<file path="src/rtl/mem_arb_pkg.sv">
// Shared types and helpers for the two-master RAM arbiter.
package mem_arb_pkg;

  // Access sequencing states of the arbiter FSM.
  typedef enum logic [1:0] {
    IDLE  = 2'd0,
    ISSUE = 2'd1,
    WAIT  = 2'd2,
    DONE  = 2'd3
  } state_t;

  // Master indices: the processor and the auxiliary requester (loader/DMA).
  localparam logic M_CPU = 1'b0;
  localparam logic M_AUX = 1'b1;

  // Widest byte mask the helper accepts; narrower masks are zero-extended.
  localparam int MASK_MAX_W = 64;

  // A nonzero byte mask marks the strobe as a write.
  function automatic logic is_write(input logic [MASK_MAX_W-1:0] wmask);
    return |wmask;
  endfunction

endpackage

</file>
<file path="src/rtl/mem_arb_req_buf.sv">
// Per-master request buffer: captures a strobe, holds it pending until the
// arbiter completes it, and flags strobes that arrive while still pending.
module mem_arb_req_buf
  import mem_arb_pkg::*;
#(
  parameter int ADDR_W = 32,
  parameter int DATA_W = 32
) (
  input  logic                i_clk,
  input  logic                i_rst_n,
  input  logic [ADDR_W-1:0]   i_addr,
  input  logic                i_rstrb,
  input  logic [DATA_W/8-1:0] i_wmask,
  input  logic [DATA_W-1:0]   i_wdata,
  input  logic                i_clr,
  output logic                o_pend,
  output logic [ADDR_W-1:0]   o_addr,
  output logic [DATA_W/8-1:0] o_wmask,
  output logic [DATA_W-1:0]   o_wdata,
  output logic                o_is_write,
  output logic                o_proto_err
);

  logic                r_pend;
  logic [ADDR_W-1:0]   r_addr;
  logic [DATA_W/8-1:0] r_wmask;
  logic [DATA_W-1:0]   r_wdata;
  logic                r_is_write;
  logic                r_proto_err;

  logic w_is_wr;
  logic w_strobe;
  logic w_accept;

  assign w_is_wr  = is_write(MASK_MAX_W'(i_wmask));
  assign w_strobe = i_rstrb | w_is_wr;
  // The completion cycle frees the buffer, so a strobe there is accepted.
  assign w_accept = w_strobe & (~r_pend | i_clr);

  // Capture accepted strobes; a new request wins over the completion clear.
  always_ff @(posedge i_clk) begin
    if (!i_rst_n) begin
      r_pend      <= 1'b0;
      r_addr      <= '0;
      r_wmask     <= '0;
      r_wdata     <= '0;
      r_is_write  <= 1'b0;
      r_proto_err <= 1'b0;
    end else begin
      if (w_accept) begin
        r_pend     <= 1'b1;
        r_addr     <= i_addr;
        r_wmask    <= i_wmask;
        r_wdata    <= i_wdata;
        r_is_write <= w_is_wr;
      end else if (i_clr) begin
        r_pend <= 1'b0;
      end
      if (w_strobe && r_pend && !i_clr) begin
        r_proto_err <= 1'b1;
      end
    end
  end

  assign o_pend      = r_pend;
  assign o_addr      = r_addr;
  assign o_wmask     = r_wmask;
  assign o_wdata     = r_wdata;
  assign o_is_write  = r_is_write;
  assign o_proto_err = r_proto_err;

endmodule

</file>
<file path="src/rtl/mem_arbiter.sv">
// Round-robin arbiter sharing one fixed-latency single-port RAM between the
// processor (master 0) and an auxiliary requester (master 1).
// Handshake: a master issues a single-cycle strobe (rstrb or nonzero wmask);
// busy stays high while the request is pending and ready pulses for exactly
// one cycle when it completes, with read data valid in that same cycle.
module mem_arbiter
  import mem_arb_pkg::*;
#(
  parameter int ADDR_W     = 32,
  parameter int DATA_W     = 32,
  parameter int RD_LATENCY = 1
) (
  input  logic                clk_i,
  input  logic                rst_ni,
  input  logic [ADDR_W-1:0]   m0_addr_i,
  input  logic                m0_rstrb_i,
  input  logic [DATA_W/8-1:0] m0_wmask_i,
  input  logic [DATA_W-1:0]   m0_wdata_i,
  output logic [DATA_W-1:0]   m0_rdata_o,
  output logic                m0_busy_o,
  output logic                m0_ready_o,
  input  logic [ADDR_W-1:0]   m1_addr_i,
  input  logic                m1_rstrb_i,
  input  logic [DATA_W/8-1:0] m1_wmask_i,
  input  logic [DATA_W-1:0]   m1_wdata_i,
  output logic [DATA_W-1:0]   m1_rdata_o,
  output logic                m1_busy_o,
  output logic                m1_ready_o,
  output logic [ADDR_W-1:0]   s_addr_o,
  output logic                s_rstrb_o,
  output logic [DATA_W/8-1:0] s_wmask_o,
  output logic [DATA_W-1:0]   s_wdata_o,
  input  logic [DATA_W-1:0]   s_rdata_i,
  output logic                proto_err_o,
  output state_t              dbg_state_o
);

  localparam int MW = DATA_W / 8;

  state_t              r_state;
  logic                r_gnt;
  logic                r_last_gnt;
  logic [2:0]          r_cnt;
  logic [ADDR_W-1:0]   r_s_addr;
  logic                r_s_rstrb;
  logic [MW-1:0]       r_s_wmask;
  logic [DATA_W-1:0]   r_s_wdata;
  logic [DATA_W-1:0]   r_rdata [2];
  logic                r_ready [2];

  logic                w_pend  [2];
  logic [ADDR_W-1:0]   w_addr  [2];
  logic [MW-1:0]       w_wmask [2];
  logic [DATA_W-1:0]   w_wdata [2];
  logic                w_is_wr [2];
  logic                w_perr  [2];
  logic                w_clr   [2];
  logic                w_sel;
  logic                w_tie;

  assign w_clr[0] = (r_state == DONE) && (r_gnt == M_CPU);
  assign w_clr[1] = (r_state == DONE) && (r_gnt == M_AUX);

  mem_arb_req_buf #(.ADDR_W(ADDR_W), .DATA_W(DATA_W)) u_buf_cpu (
    .i_clk(clk_i), .i_rst_n(rst_ni),
    .i_addr(m0_addr_i), .i_rstrb(m0_rstrb_i), .i_wmask(m0_wmask_i), .i_wdata(m0_wdata_i),
    .i_clr(w_clr[0]),
    .o_pend(w_pend[0]), .o_addr(w_addr[0]), .o_wmask(w_wmask[0]), .o_wdata(w_wdata[0]),
    .o_is_write(w_is_wr[0]), .o_proto_err(w_perr[0])
  );

  mem_arb_req_buf #(.ADDR_W(ADDR_W), .DATA_W(DATA_W)) u_buf_aux (
    .i_clk(clk_i), .i_rst_n(rst_ni),
    .i_addr(m1_addr_i), .i_rstrb(m1_rstrb_i), .i_wmask(m1_wmask_i), .i_wdata(m1_wdata_i),
    .i_clr(w_clr[1]),
    .o_pend(w_pend[1]), .o_addr(w_addr[1]), .o_wmask(w_wmask[1]), .o_wdata(w_wdata[1]),
    .o_is_write(w_is_wr[1]), .o_proto_err(w_perr[1])
  );

  // Round-robin only rotates on a tie; a lone requester is simply served.
  assign w_tie = w_pend[0] & w_pend[1];
  assign w_sel = w_tie ? ~r_last_gnt : (w_pend[1] ? M_AUX : M_CPU);

  // Access sequencer: grant, drive the RAM for one cycle, wait out the read
  // latency, then pulse ready for the granted master.
  always_ff @(posedge clk_i) begin
    if (!rst_ni) begin
      r_state    <= IDLE;
      r_gnt      <= M_CPU;
      r_last_gnt <= M_AUX;
      r_cnt      <= '0;
      r_s_addr   <= '0;
      r_s_rstrb  <= 1'b0;
      r_s_wmask  <= '0;
      r_s_wdata  <= '0;
      r_rdata[0] <= '0;
      r_rdata[1] <= '0;
      r_ready[0] <= 1'b0;
      r_ready[1] <= 1'b0;
    end else begin
      r_s_addr   <= '0;
      r_s_rstrb  <= 1'b0;
      r_s_wmask  <= '0;
      r_s_wdata  <= '0;
      r_ready[0] <= 1'b0;
      r_ready[1] <= 1'b0;
      case (r_state)
        IDLE: begin
          if (w_pend[0] || w_pend[1]) begin
            r_gnt <= w_sel;
            if (w_tie) r_last_gnt <= w_sel;
            r_s_addr  <= w_addr[w_sel];
            r_s_wdata <= w_wdata[w_sel];
            r_s_wmask <= w_is_wr[w_sel] ? w_wmask[w_sel] : '0;
            r_s_rstrb <= ~w_is_wr[w_sel];
            r_state   <= ISSUE;
          end
        end
        ISSUE: begin
          if (w_is_wr[r_gnt]) begin
            r_ready[r_gnt] <= 1'b1;
            r_state        <= DONE;
          end else begin
            r_cnt   <= 3'(RD_LATENCY);
            r_state <= WAIT;
          end
        end
        WAIT: begin
          if (r_cnt == 3'd1) begin
            r_rdata[r_gnt] <= s_rdata_i;
            r_ready[r_gnt] <= 1'b1;
            r_state        <= DONE;
          end
          r_cnt <= r_cnt - 3'd1;
        end
        DONE: r_state <= IDLE;
        default: r_state <= IDLE;
      endcase
    end
  end

  assign m0_rdata_o  = r_rdata[0];
  assign m1_rdata_o  = r_rdata[1];
  assign m0_busy_o   = w_pend[0];
  assign m1_busy_o   = w_pend[1];
  assign m0_ready_o  = r_ready[0];
  assign m1_ready_o  = r_ready[1];
  assign s_addr_o    = r_s_addr;
  assign s_rstrb_o   = r_s_rstrb;
  assign s_wmask_o   = r_s_wmask;
  assign s_wdata_o   = r_s_wdata;
  assign proto_err_o = w_perr[0] | w_perr[1];
  assign dbg_state_o = r_state;

endmodule

</file>
<file path="config.mk">
export PLATFORM = sky130hd
export DESIGN_NAME = mem_arbiter
export DESIGN_NICKNAME = d
export VERILOG_FILES = /design/src/rtl/mem_arb_pkg.sv /design/src/rtl/mem_arb_req_buf.sv /design/src/rtl/mem_arbiter.sv
export SDC_FILE = /design/constraint.sdc
export NUM_CORES = 1
export LEC_CHECK = 0
export CAP_MARGIN = 30
export CORE_MARGIN = 10
export CORE_UTILIZATION = 51
export DETAILED_ROUTE_END_ITERATION = 8
export PLACE_DENSITY_LB_ADDON = 0.3
export REMOVE_ABC_BUFFERS = 1
export SLEW_MARGIN = 20
export SYNTH_ARGS = -nofsm -noshare
export SYNTH_HDL_FRONTEND = slang
export SYNTH_HIERARCHICAL = 1
export SYNTH_SLANG_ARGS = --single-unit
</file>
<file path="constraint.sdc">
create_clock -name clk_i -period 4 [get_ports clk_i]
set_input_delay 0.6 -clock clk_i [delete_from_list [all_inputs] [get_ports clk_i]]
set_output_delay 0.6 -clock clk_i [all_outputs]
set_load 0.1 [all_outputs]
</file>
layer_met2.png
Scale: 2 px per µm.
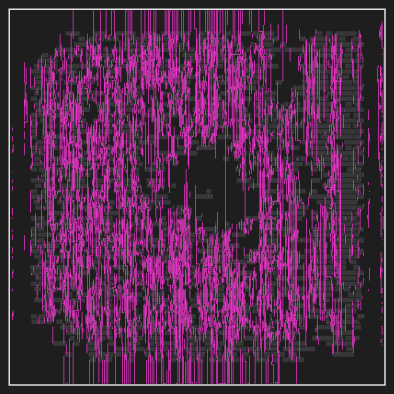
longest straight run: 73.2 µm
nets with wire on the layer: 1,582
main direction: vertical
wire length on this layer: 22.1 mm
share of all routed wire: 47%
vias: 13,618
final WL: 47,100 µm
met2 Usage GRT: 40.2%

io_placement.png
Scale: 1.5 px per µm. Pins as bars across the die edge, other pins in grey.
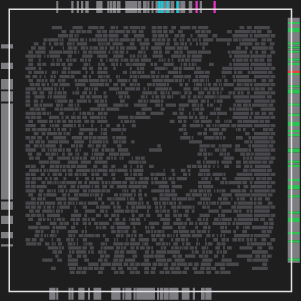
[dbg_state_o] magenta | pins: 2 | direction: output | edge: top
[m0_ready_o] red | pins: 1 | direction: output | edge: right
[s_rdata_i] green | pins: 32 | direction: input | edge: right
[m1_wmask_i] cyan | pins: 4 | direction: input | edge: top
Die Span Y: 187 µm
chip width: 187 µm
Port Buf Inserts: 311

placement_by_type.png
Scale: 2 px per µm. Fill, decap, tap and diode cells in grey.
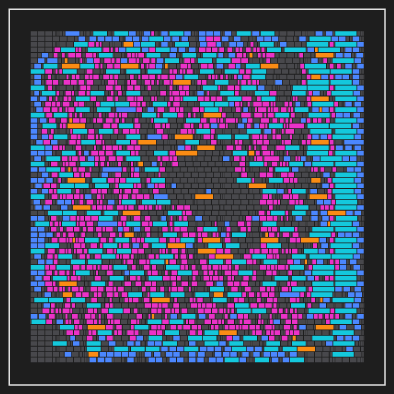
[combinational and other logic] magenta | cells: 1,007
[clock drivers and dummy loads] orange | cells: 56
[flops] cyan | cells: 284
[other buffers and delay cells] blue | cells: 340
sequential cell area share: 34.6%
core footprint: 0.0277 mm²

clocks.png
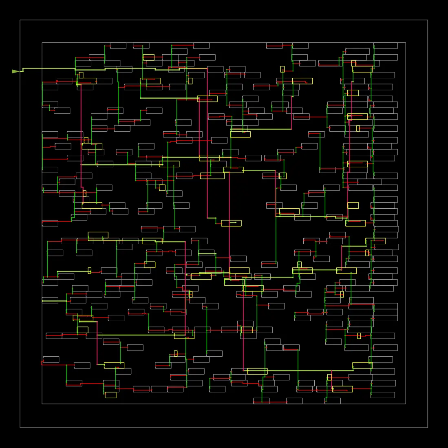
CTS sink cnt: 284
clkbuf count: 47
worst-skew pair later-pin latency: 0.55 ns

==> results.ini <==
[clock_network]
htree_levels=1
clk_pin_slew_ns=0.06
root_buffer=clkbuf_16
cts-hold-fix-buffers=0
cts_resized=0
clockBufferDepth=3
cts_tree=done
post_cts_buffers=0
numCtsBuffers=30

[global_route]
first_global_vias=13000
overflow=0
grt_pass1_wl_um=73300
grt_max_degree=209
antenna_found_initial=6
track_usage_pct=25.0

[final_timing]
rsz0062_at_grt=false
setup_viol=0
tightest_slew_ns=1.04
report.final.hold_viol_count=0
clock_skew_ns=0.0148
min_period_ns=2.75
maxSlewViolCount=0
final.period_utilization_pct=68.7
final.setup.worst_slack_ns=1.25
relSlewSlack_pct=30.5
max_freq_mhz=364

[placed_design]
pre_cts_slack_ns=1.12
place_area_mm2=0.0172
dpl.cell_count=2007
routabilityCongestion=0.837
dp_hpwl_um=28200

[logic_synthesis]
synth_top_area_share_pct=30.9
ys_sh_simple_pct=35.3
ys_types=43
postSynthSeqShare_pct=44.4
yosysTopAreaCell=dfxtp_1
netlist_area_mm2=0.0143
syn_avg_cell_area_um2=9.50
top_logic_kind=simple AND/OR/NAND/NOR gates
ys_cells=1501
synth.area.top_cells=dfxtp_1 31%, edfxtp_1 13%, and4b_1 9.0%
most_common_cell=dfxtp_1
synthAoiAreaFrac_pct=12.6
flop_cell=dfxtp_1
yosys_area_mm2=0.0143
edf_count=64
synth-async-reset-ratio_pct=0
synthCells=1501
yosys-top-cells-count=220 x dfxtp_1, 138 x nand3_1, 131 x nand2_1
synthMuxAreaShare_pct=0.140
yosys.area_share.adder_pct=0.527
yosys_warnings=6
synth-xor-area-share_pct=0.0615
ys_ff=284

[worst_setup_path]
path_delay_family=buffers and inverters
worstSetupStartpoint=u_buf_aux/o_proto_err$_SDFFE_PN0P_
cp.depth=2
r2r_setup_slack_ns=1.37
path_buffers=1
worstPathMaxFanout=2
cp_slowest_stage_delay_ns=0.97
crit_slowest_cell=clkdlybuf4s50_1
r2r-start=u_buf_aux/o_pend$_SDFFE_PN0P_
path_class=flip-flop to output pin
r2r_cells=5
crit_path_end_kind=output pin
crit_required_ns=3.40
cp_cell_sequence=or2_2 -> clkdlybuf4s50_1
start_kind=flip-flop
arrival_ns=2.15
reg2reg_to=u_buf_aux/o_addr[12]$_SDFFE_PN0P_
endpoint=proto_err_o

[finish]
drive_gt1_share_pct=7.11
final_cell_mix=307 x clkdlybuf4s50_1, 218 x dfxtp_1, 138 x nand3_1
synthToLayoutAreaGrowth_pct=28.2
logic_area_mm2=0.00699
final_cells=2069
utilization_pct=66.0
largest_reg_flops=64
regMostFlops=r_rdata
nets=1841
design_area_mm2=0.0183
seq_area_mm2=0.00633
layout.cells.most_common=clkdlybuf4s50_1
n_fill_cell=2186

[power_and_ir_drop]
p_sw_share_pct=36.4
power_density_mw_per_mm2=485
ir_worst_vdd_mv=0.328
p_int_uw=5640
comb_power_share_pct=29.8
p_sw_uw=3220
pwr-share-clk_pct=31.3
p_leak_uw=0.00704
power_leader=registers
p_seq_uw=3440
clk-power_uw=2780
power.total_uw=8860
seq_power_share_pct=38.8
pg_comb_uw=2640

[route]
ant_nets=0
drcViolationCount=0
wl_met3_um=4420
dr.pass1.iters=5
drt-met1-wl_um=19200
maxUsedRoutingLayer=met5
vias_per_cell=6.58
drt-initial-drc-count=1562
dr_wl_met2_um=22100
route.detailed.wl_per_inst_um=22.8

[hold_path]
worst_hold_path.endpoint=r_last_gnt$_SDFFE_PN1P_
hold_depth=2
hold_path_startpoint=rst_ni
hold_class=primary input to flip-flop

[job]
log.warning_count=35
cap_violations=0

[floorplanning]
fp_util_pct=51.4
ioPinCount=312
rows=61
dieArea_mm2=0.0350

[status]
status=completed

stage by stage:
| stage | hold WS [ns] | setup TNS (ns) |
|---|---|---|
| floorplan | 0.415 | -253.24 |
| global placement | 0.443 | 0 |
| detailed placement | 0.443 | 0 |
| CTS | 0.397 | 0 |
| global route | 0.438 | 0 |
| finish | 0.430 | 0 |
cell type report:
class                      count  share of cell area [%]
inverter                       7                   0.144
clock inverter                 9                   0.418
clock buffer                  47                    4.96
multi-input combinational   1000                    38.2
tap                          378                    2.59
antenna                        4                  0.0548
sequential                   284                    34.6
timing repair buffer         340                    19.0
routing by layer:
layer  up-vias  track usage, %
met5         -               0
met4         4            8.87
met3        89            6.04
met2       696            40.2
met1      6556            32.2
li1       6273               -
No activity file was given, so power comes from the tool's default toggle rates.
